File: src/rtl/block_merge_buffer_if.sv
// Handshake/bus bundle between the cache controller and the line merge buffer.
// The master side drives requests; the buffer attaches through the slave modport.
interface block_merge_buffer_if #(
    parameter int WORD_SIZE        = 32,
    parameter int BLOCK_SIZE       = 512,
    parameter int NUM_SEGMENTS_LOG = 4,
    parameter int BEAT_SIZE        = 128
);
    localparam int NUM_BYTES  = BLOCK_SIZE / 8;
    localparam int WORD_BYTES = WORD_SIZE / 8;

    logic                        load_valid;
    logic [BLOCK_SIZE-1:0]       load_data;
    logic                        fill_start;
    logic                        beat_valid;
    logic [BEAT_SIZE-1:0]        beat_data;
    logic                        beat_ready;
    logic                        wr_valid;
    logic                        wr_ready;
    logic [NUM_SEGMENTS_LOG-1:0] wr_offset;
    logic [WORD_SIZE-1:0]        wr_data;
    logic [WORD_BYTES-1:0]       wr_byte_en;
    logic                        flush;
    logic                        out_valid;
    logic                        out_ready;
    logic [BLOCK_SIZE-1:0]       out_data;
    logic [NUM_BYTES-1:0]        out_mask;
    logic                        busy;

    modport master (
        output load_valid, load_data, fill_start, beat_valid, beat_data,
               wr_valid, wr_offset, wr_data, wr_byte_en, flush, out_ready,
        input  beat_ready, wr_ready, out_valid, out_data, out_mask, busy
    );

    modport slave (
        input  load_valid, load_data, fill_start, beat_valid, beat_data,
               wr_valid, wr_offset, wr_data, wr_byte_en, flush, out_ready,
        output beat_ready, wr_ready, out_valid, out_data, out_mask, busy
    );
endinterface

File: src/rtl/block_merge_buffer.sv
// Single-line staging buffer: sources a line by load or multi-beat refill, merges
// byte-enabled CPU writes into it, and hands the line plus written-byte mask out.
module block_merge_buffer #(
    parameter int WORD_SIZE        = 32,
    parameter int BLOCK_SIZE       = 512,
    parameter int NUM_SEGMENTS     = 16,
    parameter int NUM_SEGMENTS_LOG = 4,
    parameter int BEAT_SIZE        = 128
) (
    input logic clk,
    input logic rst,
    block_merge_buffer_if.slave bus
);
    localparam int NUM_BEATS  = BLOCK_SIZE / BEAT_SIZE;
    localparam int NUM_BYTES  = BLOCK_SIZE / 8;
    localparam int WORD_BYTES = WORD_SIZE / 8;
    localparam int BEAT_BYTES = BEAT_SIZE / 8;
    localparam int CNT_W      = (NUM_BEATS > 1) ? $clog2(NUM_BEATS) : 1;

    typedef enum logic [1:0] {
        IDLE,
        FILL,
        HOLD,
        OUT
    } state_t;

    state_t                r_state;
    logic [BLOCK_SIZE-1:0] r_line;
    logic [NUM_BYTES-1:0]  r_mask;
    logic [CNT_W-1:0]      r_cnt;

    logic                  w_wr_fire;
    logic                  w_beat_fire;
    logic                  w_last_beat;
    logic [BLOCK_SIZE-1:0] w_line_nxt;
    logic [NUM_BYTES-1:0]  w_mask_nxt;

    assign bus.beat_ready = (r_state == FILL);
    assign bus.wr_ready   = (r_state == FILL) || (r_state == HOLD);
    assign bus.out_valid  = (r_state == OUT);
    assign bus.busy       = (r_state != IDLE);
    assign bus.out_data   = r_line;
    assign bus.out_mask   = r_mask;

    assign w_wr_fire   = bus.wr_valid && bus.wr_ready;
    assign w_beat_fire = bus.beat_valid && bus.beat_ready;
    assign w_last_beat = (r_cnt == CNT_W'(NUM_BEATS - 1));

    // Beat bytes land only where the CPU has not written; a same-cycle CPU
    // write is applied afterwards so it overrides the beat on the same byte.
    always_comb begin
        w_line_nxt = r_line;
        w_mask_nxt = r_mask;
        for (int unsigned bt = 0; bt < NUM_BEATS; bt++) begin
            for (int unsigned j = 0; j < BEAT_BYTES; j++) begin
                if (w_beat_fire && (32'(r_cnt) == bt) && !r_mask[bt*BEAT_BYTES + j]) begin
                    w_line_nxt[(bt*BEAT_BYTES + j)*8 +: 8] = bus.beat_data[j*8 +: 8];
                end
            end
        end
        for (int unsigned w = 0; w < NUM_SEGMENTS; w++) begin
            for (int unsigned i = 0; i < WORD_BYTES; i++) begin
                if (w_wr_fire && (32'(bus.wr_offset) == w) && bus.wr_byte_en[i]) begin
                    w_line_nxt[w*WORD_SIZE + i*8 +: 8] = bus.wr_data[i*8 +: 8];
                    w_mask_nxt[w*WORD_BYTES + i]       = 1'b1;
                end
            end
        end
    end

    always_ff @(posedge clk) begin
        if (rst) begin
            r_state <= IDLE;
            r_line  <= '0;
            r_mask  <= '0;
            r_cnt   <= '0;
        end else begin
            case (r_state)
                IDLE: begin
                    if (bus.load_valid) begin
                        r_line  <= bus.load_data;
                        r_mask  <= '0;
                        r_state <= HOLD;
                    end else if (bus.fill_start) begin
                        r_mask  <= '0;
                        r_cnt   <= '0;
                        r_state <= FILL;
                    end
                end
                FILL: begin
                    r_line <= w_line_nxt;
                    r_mask <= w_mask_nxt;
                    if (w_beat_fire) begin
                        if (w_last_beat) begin
                            r_cnt   <= '0;
                            r_state <= HOLD;
                        end else begin
                            r_cnt <= r_cnt + 1'b1;
                        end
                    end
                end
                HOLD: begin
                    r_line <= w_line_nxt;
                    r_mask <= w_mask_nxt;
                    if (bus.flush) begin
                        r_state <= OUT;
                    end
                end
                OUT: begin
                    if (bus.out_ready) begin
                        r_mask  <= '0;
                        r_state <= IDLE;
                    end
                end
                default: r_state <= IDLE;
            endcase
        end
    end
endmodule

File: src/flat_wrapper.sv
// flat-port wrapper written by rule: the top's interface ports become plain ports
module block_merge_buffer_flat 
#(
    parameter int WORD_SIZE        = 32,
    parameter int BLOCK_SIZE       = 512,
    parameter int NUM_SEGMENTS     = 16,
    parameter int NUM_SEGMENTS_LOG = 4,
    parameter int BEAT_SIZE        = 128
)
  (clk, rst, bus_load_valid, bus_load_data, bus_fill_start, bus_beat_valid, bus_beat_data, bus_wr_valid, bus_wr_offset, bus_wr_data, bus_wr_byte_en, bus_flush, bus_out_ready, bus_beat_ready, bus_wr_ready, bus_out_valid, bus_out_data, bus_out_mask, bus_busy);
  block_merge_buffer_if #(.WORD_SIZE(WORD_SIZE), .BLOCK_SIZE(BLOCK_SIZE), .NUM_SEGMENTS_LOG(NUM_SEGMENTS_LOG), .BEAT_SIZE(BEAT_SIZE)) bus_i ();
  input logic clk;
  input logic rst;
  input wire logic [$bits(bus_i.load_valid)-1:0] bus_load_valid;
  input wire logic [$bits(bus_i.load_data)-1:0] bus_load_data;
  input wire logic [$bits(bus_i.fill_start)-1:0] bus_fill_start;
  input wire logic [$bits(bus_i.beat_valid)-1:0] bus_beat_valid;
  input wire logic [$bits(bus_i.beat_data)-1:0] bus_beat_data;
  input wire logic [$bits(bus_i.wr_valid)-1:0] bus_wr_valid;
  input wire logic [$bits(bus_i.wr_offset)-1:0] bus_wr_offset;
  input wire logic [$bits(bus_i.wr_data)-1:0] bus_wr_data;
  input wire logic [$bits(bus_i.wr_byte_en)-1:0] bus_wr_byte_en;
  input wire logic [$bits(bus_i.flush)-1:0] bus_flush;
  input wire logic [$bits(bus_i.out_ready)-1:0] bus_out_ready;
  output wire logic [$bits(bus_i.beat_ready)-1:0] bus_beat_ready;
  output wire logic [$bits(bus_i.wr_ready)-1:0] bus_wr_ready;
  output wire logic [$bits(bus_i.out_valid)-1:0] bus_out_valid;
  output wire logic [$bits(bus_i.out_data)-1:0] bus_out_data;
  output wire logic [$bits(bus_i.out_mask)-1:0] bus_out_mask;
  output wire logic [$bits(bus_i.busy)-1:0] bus_busy;
  assign bus_i.load_valid = bus_load_valid;
  assign bus_i.load_data = bus_load_data;
  assign bus_i.fill_start = bus_fill_start;
  assign bus_i.beat_valid = bus_beat_valid;
  assign bus_i.beat_data = bus_beat_data;
  assign bus_i.wr_valid = bus_wr_valid;
  assign bus_i.wr_offset = bus_wr_offset;
  assign bus_i.wr_data = bus_wr_data;
  assign bus_i.wr_byte_en = bus_wr_byte_en;
  assign bus_i.flush = bus_flush;
  assign bus_i.out_ready = bus_out_ready;
  assign bus_beat_ready = bus_i.beat_ready;
  assign bus_wr_ready = bus_i.wr_ready;
  assign bus_out_valid = bus_i.out_valid;
  assign bus_out_data = bus_i.out_data;
  assign bus_out_mask = bus_i.out_mask;
  assign bus_busy = bus_i.busy;
  block_merge_buffer #(.WORD_SIZE(WORD_SIZE), .BLOCK_SIZE(BLOCK_SIZE), .NUM_SEGMENTS(NUM_SEGMENTS), .NUM_SEGMENTS_LOG(NUM_SEGMENTS_LOG), .BEAT_SIZE(BEAT_SIZE)) u_core (.clk(clk), .rst(rst), .bus(bus_i));
endmodule
File: config.mk
export PLATFORM = sky130hd
export DESIGN_NAME = block_merge_buffer_flat
export DESIGN_NICKNAME = d
export VERILOG_FILES = /design/src/rtl/block_merge_buffer_if.sv /design/src/rtl/block_merge_buffer.sv /design/src/flat_wrapper.sv
export SDC_FILE = /design/constraint.sdc
export NUM_CORES = 2
export LEC_CHECK = 0
export ABC_AREA = 1
export CORE_AREA = 3 3 491 493
export CTS_BUF_LIST = sky130_fd_sc_hd__clkbuf_4
export CTS_CLUSTER_SIZE = 40
export DETAILED_ROUTE_END_ITERATION = 8
export DIE_AREA = 0 0 494 496
export PLACE_DENSITY = 0.48
export SYNTH_ARGS = -nofsm -noshare
export SYNTH_HDL_FRONTEND = slang
export SYNTH_SLANG_ARGS = --single-unit
File: constraint.sdc
create_clock -name clk -period 2.8 [get_ports clk]
set_input_delay 0.7 -clock clk [delete_from_list [all_inputs] [get_ports clk]]
set_output_delay 0.7 -clock clk [all_outputs]
set_load 0.02 [all_outputs]
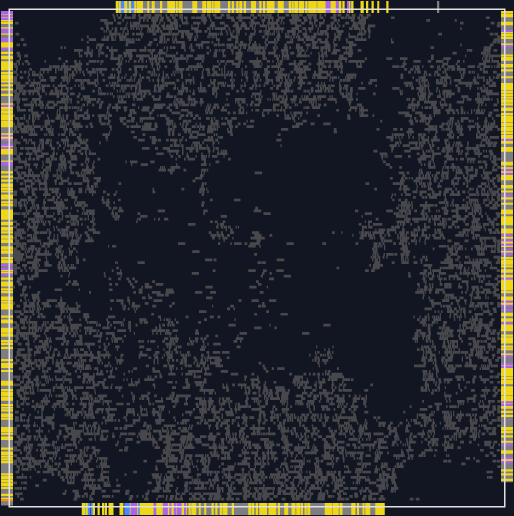
(pin map)
Drawn at 1 px/um. Pins as bars across the die edge, other pins in grey.
[bus_wr_data] blue | pins: 32 | direction: input | edge: 22 bottom, 10 top
[bus_busy] orange | pins: 1 | direction: output | edge: left
[bus_out_data] yellow | pins: 512 | direction: output | edge: 156 right, 151 left, 108 bottom, 97 top
[bus_out_mask] purple | pins: 64 | direction: output | edge: 24 right, 19 left, 15 bottom, 6 top
all pins by edge: 363 left, 346 right, 300 bottom, 259 top
count of input and output buffers: 1267
chip width: 494 um

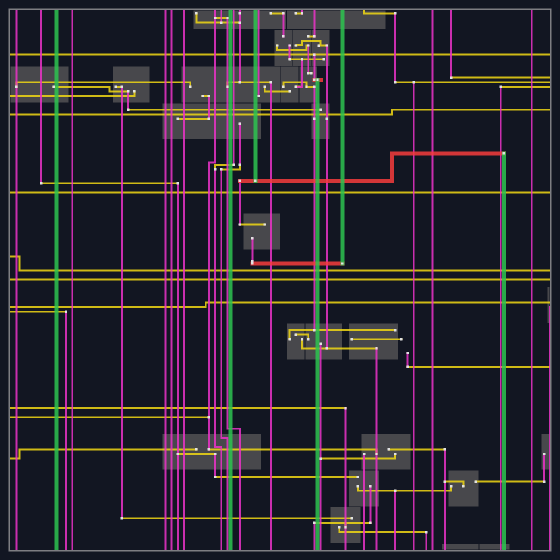
(zoomed window)
Window x 227 to 267, y 228 to 268 um. Cells in grey, sequential cells in the stronger grey; small squares are vias.
[M3] red
[M2] magenta
[M1] yellow
[M4] green
cells with their middle in the window: 22
sequential cells in the window: 0
most frequent: nand2_1 (4)

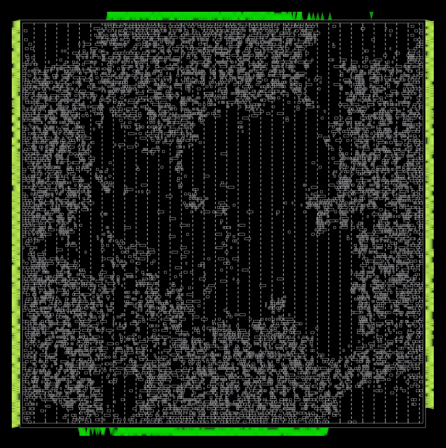
(placement view)
fraction of area in registers: 0.1774
Placeable Area: 237400 sq um
number of rows in the core area: 179

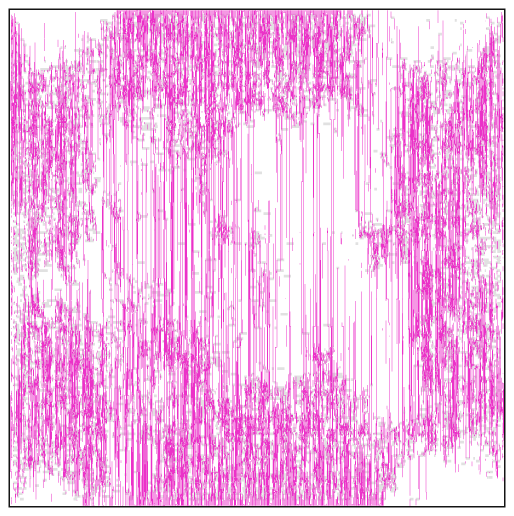
(the metal 2 layer)
Drawn at 1 px/um.
share of all routed wire: 47%
main direction: vertical
longest straight run: 332 um
via count: 56355
global routing met2 resource utilization: 0.4486

-- power groups by stage --
stage	sequential, mW	clock, mW	combinational (mW)
after CTS	15.4	10.1	64.1
after global placement	15.5	0	65.9
final	15.4	9.73	64.0
after floorplan	19.2	0	30.5
after global routing	15.7	10.5	70.0
after detailed placement	15.5	0	66.0
-- critical path, delay by kind of cell (launching register included) --
kind / cells / cell delay, ns
adder cells (fa/ha/maj): 1 / 0.29
buffers and inverters: 2 / 0.16
flip-flops: 1 / 0.38
-- repair_timing --
item                                    4_1_cts  5_1_grt
hold buffers                                121        0
gates cloned                                  0        0
endpoints found under the setup margin      641       81
endpoints found under the hold margin       149        0
gates resized                              2278        6
pin swaps                                     4        3
buffers inserted                              8        7
-- path summary, 6_finish.rpt --
path / from / to / slack [ns] / cells after the start
setup / recovery: u_core.r_state[0] / bus_wr_ready / -0.002 / 3
hold / removal: bus_load_data[378] / u_core.bus.out_data[378] / 0.17 / 5
setup reg to reg: u_core.r_state[0] / u_core.bus.out_data[84] / 0.15 / 13
hold reg to reg: u_core.bus.out_mask[56] / u_core.bus.out_mask[56] / 0.50 / 2
-- per-layer routing --
| layer | GRT usage | vias to the layer above | share of wire |
|---|---|---|---|
| li1 | - | 26984 | - |
| met1 | 0.3176 | 26058 | 0.40 |
| met2 | 0.4486 | 2675 | 0.47 |
| met3 | 0.07566 | 600 | 0.085 |
| met4 | 0.1283 | 38 | 0.051 |
| met5 | 0 | - | 0.00076 |
-- stage by stage --
step	setup TNS (ns)	setup slack (ns)	utilization	hold WS [ns]
floorplan	0	0.5961	-	0.5087
global placement	-15.84	-0.2067	0.2655	0.4736
detailed placement	-20.08	-0.2253	0.2655	0.4902
CTS	-0.4911	-0.2076	0.2766	0.0001389
global route	-1.796	-0.1944	0.2772	0.004755
finish	-0.001626	-0.001626	0.2775	0.1721
==> summary.txt <==
run results: Seq share, synth=0.2809, Worst-Skew Late Latency=1.31 ns, maximum number of pins on one net before global-route repair=148, count of yosys warnings during synthesis=0, worst IR drop on VDD=1033 uV, share of cells above drive strength 1=0.1840, kind of start point of the critical path=flop, average wire per standard cell=26.79 um, Plain + repair buffers=2064, placed cells=12287, top-count cell post-synth=nand2_1, final std cell area, no fill=65880 sq um, minimum setup slack in the final design=-0.001626 ns, tool warning count=48, number of tap cells inserted=3167, global routing usage summed across all routing layers=0.2691, Adder Area Share=0.003027, CP Data Arrival Time=2.10 ns, fraction of the mapped netlist area in simple logic gates=0.5834, Most common reg cell=dfxtp_1, total number of clock tree sinks=580, buffering overhead=0.2976, Pre-Place Util=0.1741, timing-limited maximum frequency=356.9 MHz, half-perimeter wire length after placement=275900 um, post-route minimum period=2.802 ns, multiplexer area fraction after synthesis=0, crit path cell chain=inv_4, ha_4, buf_6, net count of the mapped netlist=8340, Max Fanout on Critical Path=4, global-route wire length before repair=455000 um, root cell of the clock tree=clkbuf_4, leakage power total=33.39 nW, Compound-Gate Fraction of Synth Area=0.003541, clock buffer count=283, Max Root-Sink Buffers=3, Worst Setup Path Type=reg -> out, switching share of total power=0.5635, FFs & Latches=580, Syn-to-layout area delta=59.37%, violations in the final reports=negative setup slack, number of filler instances in the final layout=27048, total of max-cap violations=0, highest-delay cell along the critical path=dfxtp_4, setup clock skew after layout=0.1253 ns, P per Cell Area=1354 nW/um^2, leading post-synthesis cells by cell area=dfxtp_1 28%, nand2_1 22%, nor2_1 19%, Slowest Stage Delay on Critical Path=0.38 ns, top-level I/O count=1268, Final GP Congestion=0.9590, clock tree from TritonCTS=done, status=finished with violations, count of non-filler cells in the finished layout=12821, wire length reported by the detailed router=343500 um, Slew Limit Headroom=0.4792, placed inst area=63030 sq um, most frequent logic cell in the layout=nand2_1, Clk pwr share=0.109, Synth logic family=simple AND/OR/NAND/NOR gates, Top cells excl fill/tap=2468 x nand2_1, 2083 x nor2_1, 880 x inv_1, 683 x clkdlybuf4s50_1, 567 x buf_4, cell-internal power=38.93 mW, number of buffers created by CTS=196, area fraction in xor and xnor cells=0, top cell category=logic gates, number of enable-type register cells in the synthesized netlist=0, Final setup violation count=1, library cell occupying the most area in the post-synthesis netlist=dfxtp_1, post-synthesis cell area=41340 sq um, post-synthesis instance total=7642, YS chip area=41340 sq um, HP Class=in -> reg, via count normalized by instance count=4.396, transition time at the pin with the least slew margin=0.7813 ns, combinational fraction of design power=0.718, Yosys cell types=28, net load switching power=50.26 mW, DRC viols=0, number of global-route vias before repair=53340, number of multi-input combinational cells=5693
Power is estimated from default activity; no workload was simulated.
